===== src/rtl/axi_lite_arb2.sv =====
// Two-master AXI-lite arbiter in front of a single shared AXI-lite slave port.
// One transaction in flight at a time; round-robin between masters, writes first.
module axi_lite_arb2 #(
    parameter int ADDR_W = 32,
    parameter int DATA_W = 32
) (
    input  logic                aclk,
    input  logic                areset_n,
    // master 0
    input  logic                m0_awvalid,
    output logic                m0_awready,
    input  logic [ADDR_W-1:0]   m0_awaddr,
    input  logic                m0_wvalid,
    output logic                m0_wready,
    input  logic [DATA_W-1:0]   m0_wdata,
    input  logic [DATA_W/8-1:0] m0_wstrb,
    output logic                m0_bvalid,
    input  logic                m0_bready,
    output logic [1:0]          m0_bresp,
    input  logic                m0_arvalid,
    output logic                m0_arready,
    input  logic [ADDR_W-1:0]   m0_araddr,
    output logic                m0_rvalid,
    input  logic                m0_rready,
    output logic [DATA_W-1:0]   m0_rdata,
    output logic [1:0]          m0_rresp,
    // master 1
    input  logic                m1_awvalid,
    output logic                m1_awready,
    input  logic [ADDR_W-1:0]   m1_awaddr,
    input  logic                m1_wvalid,
    output logic                m1_wready,
    input  logic [DATA_W-1:0]   m1_wdata,
    input  logic [DATA_W/8-1:0] m1_wstrb,
    output logic                m1_bvalid,
    input  logic                m1_bready,
    output logic [1:0]          m1_bresp,
    input  logic                m1_arvalid,
    output logic                m1_arready,
    input  logic [ADDR_W-1:0]   m1_araddr,
    output logic                m1_rvalid,
    input  logic                m1_rready,
    output logic [DATA_W-1:0]   m1_rdata,
    output logic [1:0]          m1_rresp,
    // shared slave port
    output logic                s_awvalid,
    input  logic                s_awready,
    output logic [ADDR_W-1:0]   s_awaddr,
    output logic                s_wvalid,
    input  logic                s_wready,
    output logic [DATA_W-1:0]   s_wdata,
    output logic [DATA_W/8-1:0] s_wstrb,
    input  logic                s_bvalid,
    output logic                s_bready,
    input  logic [1:0]          s_bresp,
    output logic                s_arvalid,
    input  logic                s_arready,
    output logic [ADDR_W-1:0]   s_araddr,
    input  logic                s_rvalid,
    output logic                s_rready,
    input  logic [DATA_W-1:0]   s_rdata,
    input  logic [1:0]          s_rresp,
    // status
    output logic [1:0]          grant,
    output logic                busy
);

    typedef enum logic [2:0] {
        IDLE,
        WR_XFER,
        WR_RESP,
        RD_ADDR,
        RD_DATA
    } state_e;

    state_e     state_q, state_d;
    logic [1:0] grant_q, grant_d;
    logic       last_q, last_d;
    logic       aw_done_q, aw_done_d;
    logic       w_done_q, w_done_d;

    logic sel;
    logic in_wx, in_wr, in_ra, in_rd;
    logic aw_hs, w_hs, b_hs, ar_hs, r_hs;
    logic req0, req1, pick;

    assign sel   = grant_q[1];
    assign in_wx = (state_q == WR_XFER);
    assign in_wr = (state_q == WR_RESP);
    assign in_ra = (state_q == RD_ADDR);
    assign in_rd = (state_q == RD_DATA);

    assign aw_hs = s_awvalid && s_awready;
    assign w_hs  = s_wvalid && s_wready;
    assign b_hs  = s_bvalid && s_bready;
    assign ar_hs = s_arvalid && s_arready;
    assign r_hs  = s_rvalid && s_rready;

    assign req0 = m0_awvalid || m0_arvalid;
    assign req1 = m1_awvalid || m1_arvalid;

    assign grant = grant_q;
    assign busy  = (state_q != IDLE);

    // Pure mux forwarding selected by the grant register, gated by phase.
    always_comb begin
        s_awaddr   = sel ? m1_awaddr : m0_awaddr;
        s_wdata    = sel ? m1_wdata  : m0_wdata;
        s_wstrb    = sel ? m1_wstrb  : m0_wstrb;
        s_araddr   = sel ? m1_araddr : m0_araddr;
        s_awvalid  = in_wx && !aw_done_q && (sel ? m1_awvalid : m0_awvalid);
        s_wvalid   = in_wx && !w_done_q && (sel ? m1_wvalid : m0_wvalid);
        s_bready   = in_wr && (sel ? m1_bready : m0_bready);
        s_arvalid  = in_ra && (sel ? m1_arvalid : m0_arvalid);
        s_rready   = in_rd && (sel ? m1_rready : m0_rready);
        m0_awready = grant_q[0] && in_wx && !aw_done_q && s_awready;
        m0_wready  = grant_q[0] && in_wx && !w_done_q && s_wready;
        m0_bvalid  = grant_q[0] && in_wr && s_bvalid;
        m0_arready = grant_q[0] && in_ra && s_arready;
        m0_rvalid  = grant_q[0] && in_rd && s_rvalid;
        m1_awready = grant_q[1] && in_wx && !aw_done_q && s_awready;
        m1_wready  = grant_q[1] && in_wx && !w_done_q && s_wready;
        m1_bvalid  = grant_q[1] && in_wr && s_bvalid;
        m1_arready = grant_q[1] && in_ra && s_arready;
        m1_rvalid  = grant_q[1] && in_rd && s_rvalid;
        m0_bresp   = s_bresp;
        m0_rdata   = s_rdata;
        m0_rresp   = s_rresp;
        m1_bresp   = s_bresp;
        m1_rdata   = s_rdata;
        m1_rresp   = s_rresp;
    end

    // Arbitration in IDLE and phase sequencing of the single transaction.
    always_comb begin
        state_d   = state_q;
        grant_d   = grant_q;
        last_d    = last_q;
        aw_done_d = aw_done_q || aw_hs;
        w_done_d  = w_done_q || w_hs;
        pick      = 1'b0;
        case (state_q)
            IDLE: begin
                aw_done_d = 1'b0;
                w_done_d  = 1'b0;
                if (req0 || req1) begin
                    pick    = (req0 && req1) ? !last_q : req1;
                    grant_d = pick ? 2'b10 : 2'b01;
                    last_d  = pick;
                    if (pick ? m1_awvalid : m0_awvalid) begin
                        state_d = WR_XFER;
                    end else begin
                        state_d = RD_ADDR;
                    end
                end
            end
            WR_XFER: begin
                if (aw_done_d && w_done_d) begin
                    state_d = WR_RESP;
                end
            end
            WR_RESP: begin
                if (b_hs) begin
                    state_d   = IDLE;
                    grant_d   = 2'b00;
                    aw_done_d = 1'b0;
                    w_done_d  = 1'b0;
                end
            end
            RD_ADDR: begin
                if (ar_hs) begin
                    state_d = RD_DATA;
                end
            end
            RD_DATA: begin
                if (r_hs) begin
                    state_d = IDLE;
                    grant_d = 2'b00;
                end
            end
            default: begin
                state_d = IDLE;
                grant_d = 2'b00;
            end
        endcase
    end

    // State registers; last pointer resets to master 1 so master 0 wins first tie.
    always_ff @(posedge aclk or negedge areset_n) begin
        if (!areset_n) begin
            state_q   <= IDLE;
            grant_q   <= 2'b00;
            last_q    <= 1'b1;
            aw_done_q <= 1'b0;
            w_done_q  <= 1'b0;
        end else begin
            state_q   <= state_d;
            grant_q   <= grant_d;
            last_q    <= last_d;
            aw_done_q <= aw_done_d;
            w_done_q  <= w_done_d;
        end
    end

endmodule


===== config.mk =====
export PLATFORM = sky130hd
export DESIGN_NAME = axi_lite_arb2
export DESIGN_NICKNAME = d
export VERILOG_FILES = /design/src/rtl/axi_lite_arb2.sv
export SDC_FILE = /design/constraint.sdc
export NUM_CORES = 1
export LEC_CHECK = 0
export CAP_MARGIN = 20
export CORE_AREA = 5 5 171 173
export CTS_BUF_LIST = sky130_fd_sc_hd__clkbuf_8 sky130_fd_sc_hd__clkbuf_16
export DETAILED_ROUTE_END_ITERATION = 10
export DIE_AREA = 0 0 176 178
export GPL_TIMING_DRIVEN = 0
export HOLD_SLACK_MARGIN = 0.05
export MAX_ROUTING_LAYER = met4
export PLACE_DENSITY = 0.44
export RECOVER_POWER = 100
export SYNTH_ARGS = -nofsm -noshare
export SYNTH_HDL_FRONTEND = slang
export SYNTH_SLANG_ARGS = --single-unit

===== constraint.sdc =====
create_clock -name aclk -period 1.7 [get_ports aclk]
set_input_delay 0.34 -clock aclk [delete_from_list [all_inputs] [get_ports aclk]]
set_output_delay 0.34 -clock aclk [all_outputs]
set_load 0.1 [all_outputs]

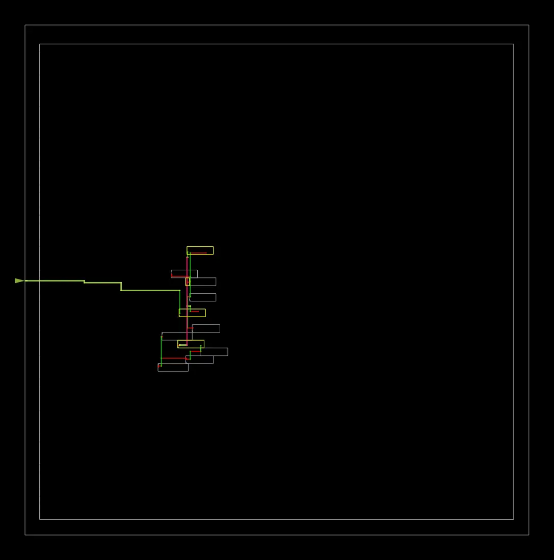
(run_1/clocks.png)
clock network power: 399 µW
clk_skew: 0.003633 ns
Layout clock buffers: 3
Num CTS Buffers: 3

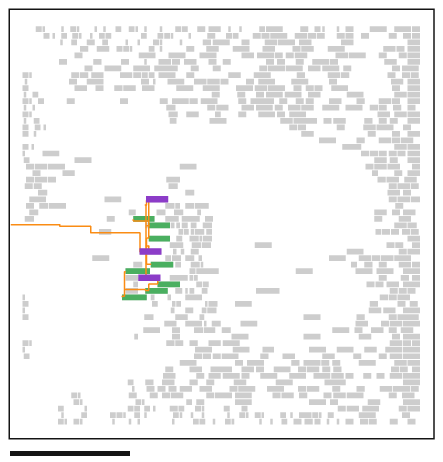
(run_1/clk_routes.png)
The bar under the picture is 50 µm long.
flip-flops: marked green, count 8. clock drivers: marked purple, count 3. clock wires: marked orange, length 180 µm.
There are 4 routed clock nets.

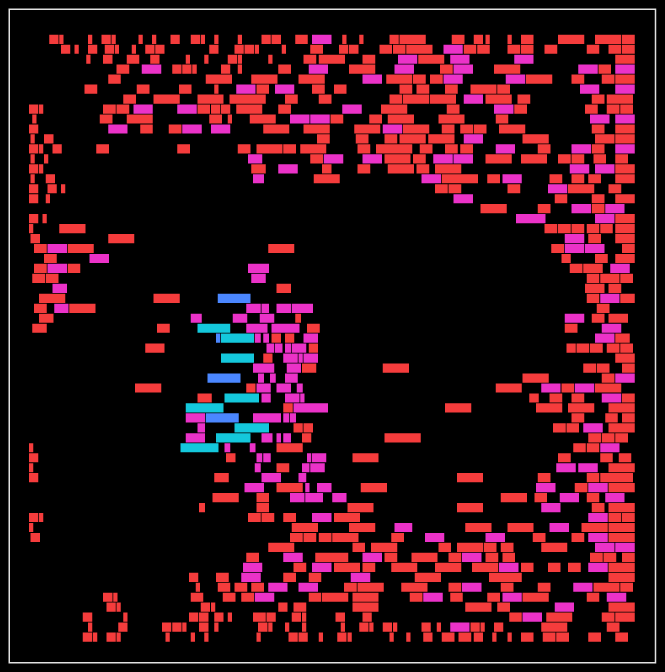
(run_1/placement_by_type.png)
flops: marked cyan, cells 8. clock drivers and dummy loads: marked blue, cells 4. combinational and other logic: marked magenta, cells 166. other buffers and delay cells: marked red, cells 516.

-- run 1: Yosys cell counts, drive strengths merged, types with 2 or more instances --
master	number	area, µm²
nand2	9	33.78
nor2b	2	12.51
mux2i	2	23.77
inv	2	7.510
dfrtp	7	175.2
and4	2	17.52
and3	6	37.54
mux2	104	1171
nor2	10	37.54
o21ai	7	38.78
and2	3	18.77
buf	86	616.8
nor4	2	12.51
a21oi	4	20.02
a41oi	2	17.52
-- run 1: through the flow --
step	setup slack [ns]	power [µW]	hold WS, ns	cells
global placement	-1.481	11970	0.4910	1012
finish	-0.3364	15320	0.4646	1041
detailed placement	-1.431	11930	0.5028	1013
CTS	-0.3551	15000	0.4050	1030
global route	-0.3687	15790	0.4983	1041
floorplan	-0.7377	9354	0.04441	260
-- run 1: per-layer routing --
metal	vias up	track usage, %
met1	1598	12.23
li1	1725	-
met5	-	-
met3	17	2.904
met4	0	1.787
met2	190	20.61
-- run 1: repair_timing --
item                                    in CTS  in global routing
endpoints found under the setup margin     193                119
gates resized                             1141                 34
cloned                                       4                  3
buffers inserted                            10                  8
pin swaps                                   12                  7
-- run 1: cell type report --
cell class                      instances  area (µm²)
Antenna cell                            1       2.502
Buffer                                 85       763.2
Clock buffer                            3       75.07
Clock inverter                          1       3.754
Fill cell                            2818       18820
Inverter                                2       10.01
Multi-Input combinational cell        164        2160
Sequential cell                         8       211.5
Tap cell                              346       432.9
Timing Repair Buffer                  431        4999
-- run 1: registers in the layout, indices dropped and copies added, names as in the netlist --
name       count
aw_done_q      1
state_q        3
w_done_q       1
last_q         1
grant          2
-- run 1: logic make-up after synthesis --
kind of cell | count (synthesis) | synth area share (%)
multiplexers | 106 | 50.74
AND/OR/NAND/NOR | 39 | 8.608
buffers and inverters | 88 | 26.51
AND-OR/OR-AND | 19 | 5.579
flip-flops | 8 | 8.555
==> results.py, run 1 <==
# Auto-generated metrics
metrics = {
    "worst_setup_path": {
        "reg2reg_depth": 6,
        "r2r-start": "grant[1]",
        "r2r-end": "grant[0]",
        "end_kind": "output port",
        "cp.depth": 5,
        "path_cells": "buf_12 > buf_12 > buf_12 > mux2_4 > buf_12",
        "crit_top_cell": "buf_12",
        "cp-start-kind": "flip-flop",
        "arrival_ns": 1.70,
        "rrSetupSlack_ns": -0.21,
        "worst-path-max-fanout": 7,
        "cp-startpoint": "grant[1]",
        "cp_num_buf_inv": 4,
        "max_stage_delay_ns": 0.50,
        "worst-setup-path-type": "reg -> out",
        "critPathSlowestCell": "dfrtp_4",
        "crit_end": "s_araddr[8]",
        "required_ns": 1.36,
        "critPathTopFamily": "buffers and inverters",
    },
    "routing": {
        "ant_nets": 0,
        "wl_met2_um": 10520,
        "wl_per_cell_um": 18.61,
        "wl_met3_um": 1491,
        "drt_wl_total_um": 19380,
        "vias": 3530,
        "avgViaCountPerCell": 3.391,
        "drc": 0,
        "top_layer": "met4",
        "firstDrtPassIters": 4,
        "drt-initial-drc-count": 40,
        "wl_met1_um": 7065,
    },
    "cells_and_area": {
        "final_core_util_pct": 31.51,
        "design_area_um2": 8657,
        "nets": 948,
        "final_common_cell": "clkdlybuf4s50_1",
        "syn_to_final_growth_pct": 267.6,
        "lay_top_cells": "clkdlybuf4s50_1, buf_12, mux2_4",
        "drive_above_1_share_pct": 54.61,
    },
    "power": {
        "power_density_nw_per_um2": 1770,
        "p_comb_share_pct": 94.7,
        "leakage_uw": 0.003707,
        "internal_power_uw": 6392,
        "power_frac_seq_pct": 2.7,
        "switching_share_pct": 58.29,
        "p_comb_uw": 14500,
        "clkPwrFrac_pct": 2.6,
        "switchingPower_uw": 8932,
        "pg_seq_uw": 419,
        "max-vdd-ir-drop_v": 0.0004708,
        "power-top-group": "combinational logic",
    },
    "yosys": {
        "edf_count": 0,
        "ys_seq_share_pct": 8.555,
        "synth.ff_latch_count": 8,
        "yosysUniqueCellTypes": 33,
        "ys.flop_type": "dfrtp_1",
        "yosys_warnings": 0,
        "postSynthAreaPerCell_um2": 9.057,
        "syn_inst": 260,
        "async_flop_share_pct": 100.0,
        "syn_nets": 513,
        "yosys_cells": 260,
        "synth-area-yosys_um2": 2355,
        "syn_area_um2": 2355,
    },
    "clock_tree": {
        "insertion_delay_ns": 0.23,
        "h-tree-depth": 1,
        "ctsLongestPathBuffers": 2,
        "cts_tree": "built",
        "holdBufCountCts": 0,
        "cts_root_buffer": "clkbuf_16",
        "clkTransAtPathRegs_ns": 0.04,
        "cts_sinks": 8,
    },
    "hold_path": {
        "holdCritPathClass": "in -> async",
    },
    "timing": {
        "tns_ns": -32.91,
        "maxSlewViolCount": 0,
        "worstMarginPinSlew_ns": 1.233,
        "clock.fmax_ghz": 0.4911,
        "finalClockPeriodUsage_pct": 119.8,
        "rsz0062_at_grt": "true",
        "relSlewSlack_pct": 18.13,
        "finalHoldViolations": 0,
        "finalCriticalPeriod_ns": 2.036,
        "layout_setup_ws_ns": -0.3364,
        "setup_violations": 118,
    },
    "floorplanning": {
        "coreArea_um2": 27480,
        "rows": 61,
        "fp.dieH_um": 178,
        "fp.dieW_um": 176,
        "fp-utilization_pct": 8.570,
        "ioPinCount": 443,
        "die-area_um2": 31330,
    },
    "placed_design": {
        "dp_hpwl_um": 16660,
        "portBuffers": 406,
        "dpl_cell_area_um2": 7381,
        "place.gp.congestion": 0.7034,
    },
    "global_route": {
        "grt_pass1_wl_um": 25500,
        "antenna_found_initial": 1,
        "grt_pass1_vias": 3783,
        "grt_overflow": 0,
        "grt_usage_pct": 11.13,
        "grt_max_degree": 11,
    },
    "outcome": {
        "violations": "negative setup slack",
        "outcome": "finished, violations left",
    },
    "flow_run": {
        "warning_count": 29,
        "drv_cap": 0,
    },
}
## Run 2: what changed since run 1
GPL_TIMING_DRIVEN = not set   (was 0)
SETUP_SLACK_MARGIN = 0.15   (was not set)
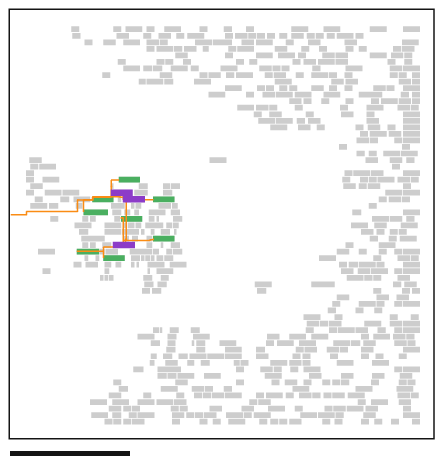
(run_2/clk_routes.png)
The bar under the picture is 50 µm long.
clock network power: 412 µW
clk_skew: 0.0009111 ns
clock power share: 2.7%
clk_lat worst skew: 0.23 ns

==> results.py, run 2 <==
# Auto-generated metrics
metrics = {
    "placed_design": {
        "post-place-ws_ns": -0.2928,
        "place.gp.congestion": 0.7446,
        "dp_hpwl_um": 15220,
        "dpl_cell_area_um2": 7574,
        "portBuffers": 334,
        "dp_cells": 888,
    },
    "cells_and_area": {
        "syn_to_final_growth_pct": 247.2,
        "drive_above_1_share_pct": 55.77,
        "lay_top_cells": "clkdlybuf4s50_1, buf_12, mux2_4",
        "nets": 826,
        "design_area_um2": 8175,
        "final_core_util_pct": 29.75,
        "final_common_cell": "clkdlybuf4s50_1",
        "fin_cells": 919,
        "regMostFlops": "state_q",
        "largest_register_ffs": 3,
    },
    "yosys": {
        "synth-area-yosys_um2": 2355,
        "synth.ff_latch_count": 8,
        "ys_sh_mux_pct": 50.74,
        "ys_top_logic_family": "multiplexers",
        "yosys_cells": 260,
        "ys_seq_share_pct": 8.555,
        "synthAoiAreaFrac_pct": 5.579,
        "postSynthAreaPerCell_um2": 9.057,
        "syn_nets": 513,
        "edf_count": 0,
        "synth_adder_area_share_pct": 0,
        "ys.flop_type": "dfrtp_1",
        "syn_inst": 260,
        "simple_gate_share_pct": 8.608,
        "top_cells_by_area": "mux2_2, buf_4, dfrtp_1",
        "yosys.area.top_type": "mux2_2",
        "yosys_warnings": 0,
        "yosysMostFrequentCell": "mux2_2",
        "async_flop_share_pct": 100.0,
        "syn_area_um2": 2355,
        "yosysUniqueCellTypes": 33,
        "top_area_share_pct": 48.78,
        "synthTopCellsByCount": "mux2_2, buf_4, buf_2, nor2_1, nand2_1",
        "ys_sh_xor_pct": 0,
    },
    "timing": {
        "finalHoldViolations": 0,
        "layout_setup_ws_ns": -0.3223,
        "worstMarginPinSlew_ns": 0.4764,
        "setup_violations": 120,
        "maxSlewViolCount": 0,
        "rsz0062_at_grt": "true",
        "clock.fmax_ghz": 0.4945,
        "relSlewSlack_pct": 68.24,
        "finalCriticalPeriod_ns": 2.022,
        "holdWs_ns": 0.4884,
        "tns_ns": -30.87,
        "finalClockPeriodUsage_pct": 119.0,
    },
    "global_route": {
        "grt_overflow": 0,
        "grt_usage_pct": 10.20,
        "grt_pass1_wl_um": 23720,
        "grt_max_degree": 11,
        "grt_pass1_vias": 3333,
        "antenna_found_initial": 1,
    },
    "floorplanning": {
        "fp-utilization_pct": 8.570,
        "ioPinCount": 443,
        "rows": 61,
        "coreArea_um2": 27480,
        "fp.dieW_um": 176,
        "fp.dieH_um": 178,
        "die-area_um2": 31330,
    },
    "routing": {
        "wl_per_cell_um": 18.75,
        "drt-initial-drc-count": 56,
        "avgViaCountPerCell": 3.418,
        "ant_nets": 0,
        "firstDrtPassIters": 4,
        "drt_wl_total_um": 17240,
        "vias": 3141,
        "drc": 0,
    },
    "clock_tree": {
        "cts_sinks": 8,
        "clkTransAtPathRegs_ns": 0.04,
        "cts_root_buffer": "clkbuf_16",
        "cts_tree": "built",
        "cts_buffers": 3,
        "ctsLongestPathBuffers": 2,
        "h-tree-depth": 1,
        "holdBufCountCts": 0,
    },
    "worst_setup_path": {
        "cp-start-kind": "flip-flop",
        "worst-path-max-fanout": 8,
        "r2r-end": "grant[0]",
        "reg2reg_depth": 9,
        "required_ns": 1.36,
        "arrival_ns": 1.68,
        "r2r-start": "grant[1]",
        "end_kind": "output port",
        "rrSetupSlack_ns": -0.26,
        "worst-setup-path-type": "reg -> out",
    },
    "flow_run": {
        "drv_cap": 0,
        "warning_count": 29,
    },
    "power": {
        "power_density_nw_per_um2": 1837,
        "max-vdd-ir-drop_v": 0.0005936,
        "leakage_uw": 0.003445,
        "finalPower_uw": 15020,
    },
    "outcome": {
        "violations": "negative setup slack",
        "outcome": "finished, violations left",
    },
    "hold_path": {
        "holdCritPathClass": "in -> async",
    },
}
[run 2: cell counts after synthesis]
Identical to the previous run, type by type.
[run 2: layout make-up]
cell class | instances | area [µm²]
tap | 346 | 432.9
clock inverter | 1 | 3.754
antenna | 1 | 2.502
multi-input combinational | 164 | 2168
clock buffer | 3 | 75.07
sequential | 8 | 205.2
fill | 2761 | 19300
timing repair buffer | 394 | 5280
inverter | 2 | 7.507
[run 2: worst max-delay path by stage]
| stage | startpoint | to | slack [ns] | depth (start not counted) |
|---|---|---|---|---|
| 2_1_floorplan | grant[1] | s_bready | -0.74 | 3 |
| 3_3_place_gp | m1_bready | grant[0] | -0.30 | 5 |
| 3_5_place_dp | m1_bready | grant[0] | -0.29 | 5 |
| 4_1_cts | grant[1] | s_wstrb[3] | -0.32 | 5 |
| 5_1_grt | grant[1] | s_wstrb[3] | -0.34 | 5 |
| 6_report | grant[1] | s_wstrb[3] | -0.32 | 5 |
[run 2: power by group]
part           switching (µW)  total [µW]  internal [µW]
Combinational            8100       14200           6120
Clock                     105         412            308
Sequential                100         386            285
Total                    8310       15000           6710
[run 2: timing repair]
| item | CTS | global route |
|---|---|---|
| endpoints found under the hold margin | 0 | 0 |
| pin swaps | 15 | 7 |
| buffers inserted | 17 | 6 |
| resized | 50 | 14 |
| gates cloned | 3 | 0 |
| setup endpoints to repair | 122 | 124 |
[run 2: routing by layer]
layer / share of wire [%] / global-route usage, %
met2: 50 / 17.70
met3: 12 / 4.939
met4: 0.21 / 0.4873
met1: 38 / 11.25
met5: 0 / -
[run 2: critical path: stages (launching register included)]
cell     delay [ns]
dfrtp_4        0.49
buf_12         0.15
buf_12         0.14
buf_12         0.14
mux2_4         0.33
buf_12         0.17
Power and IR drop assume default switching activity.
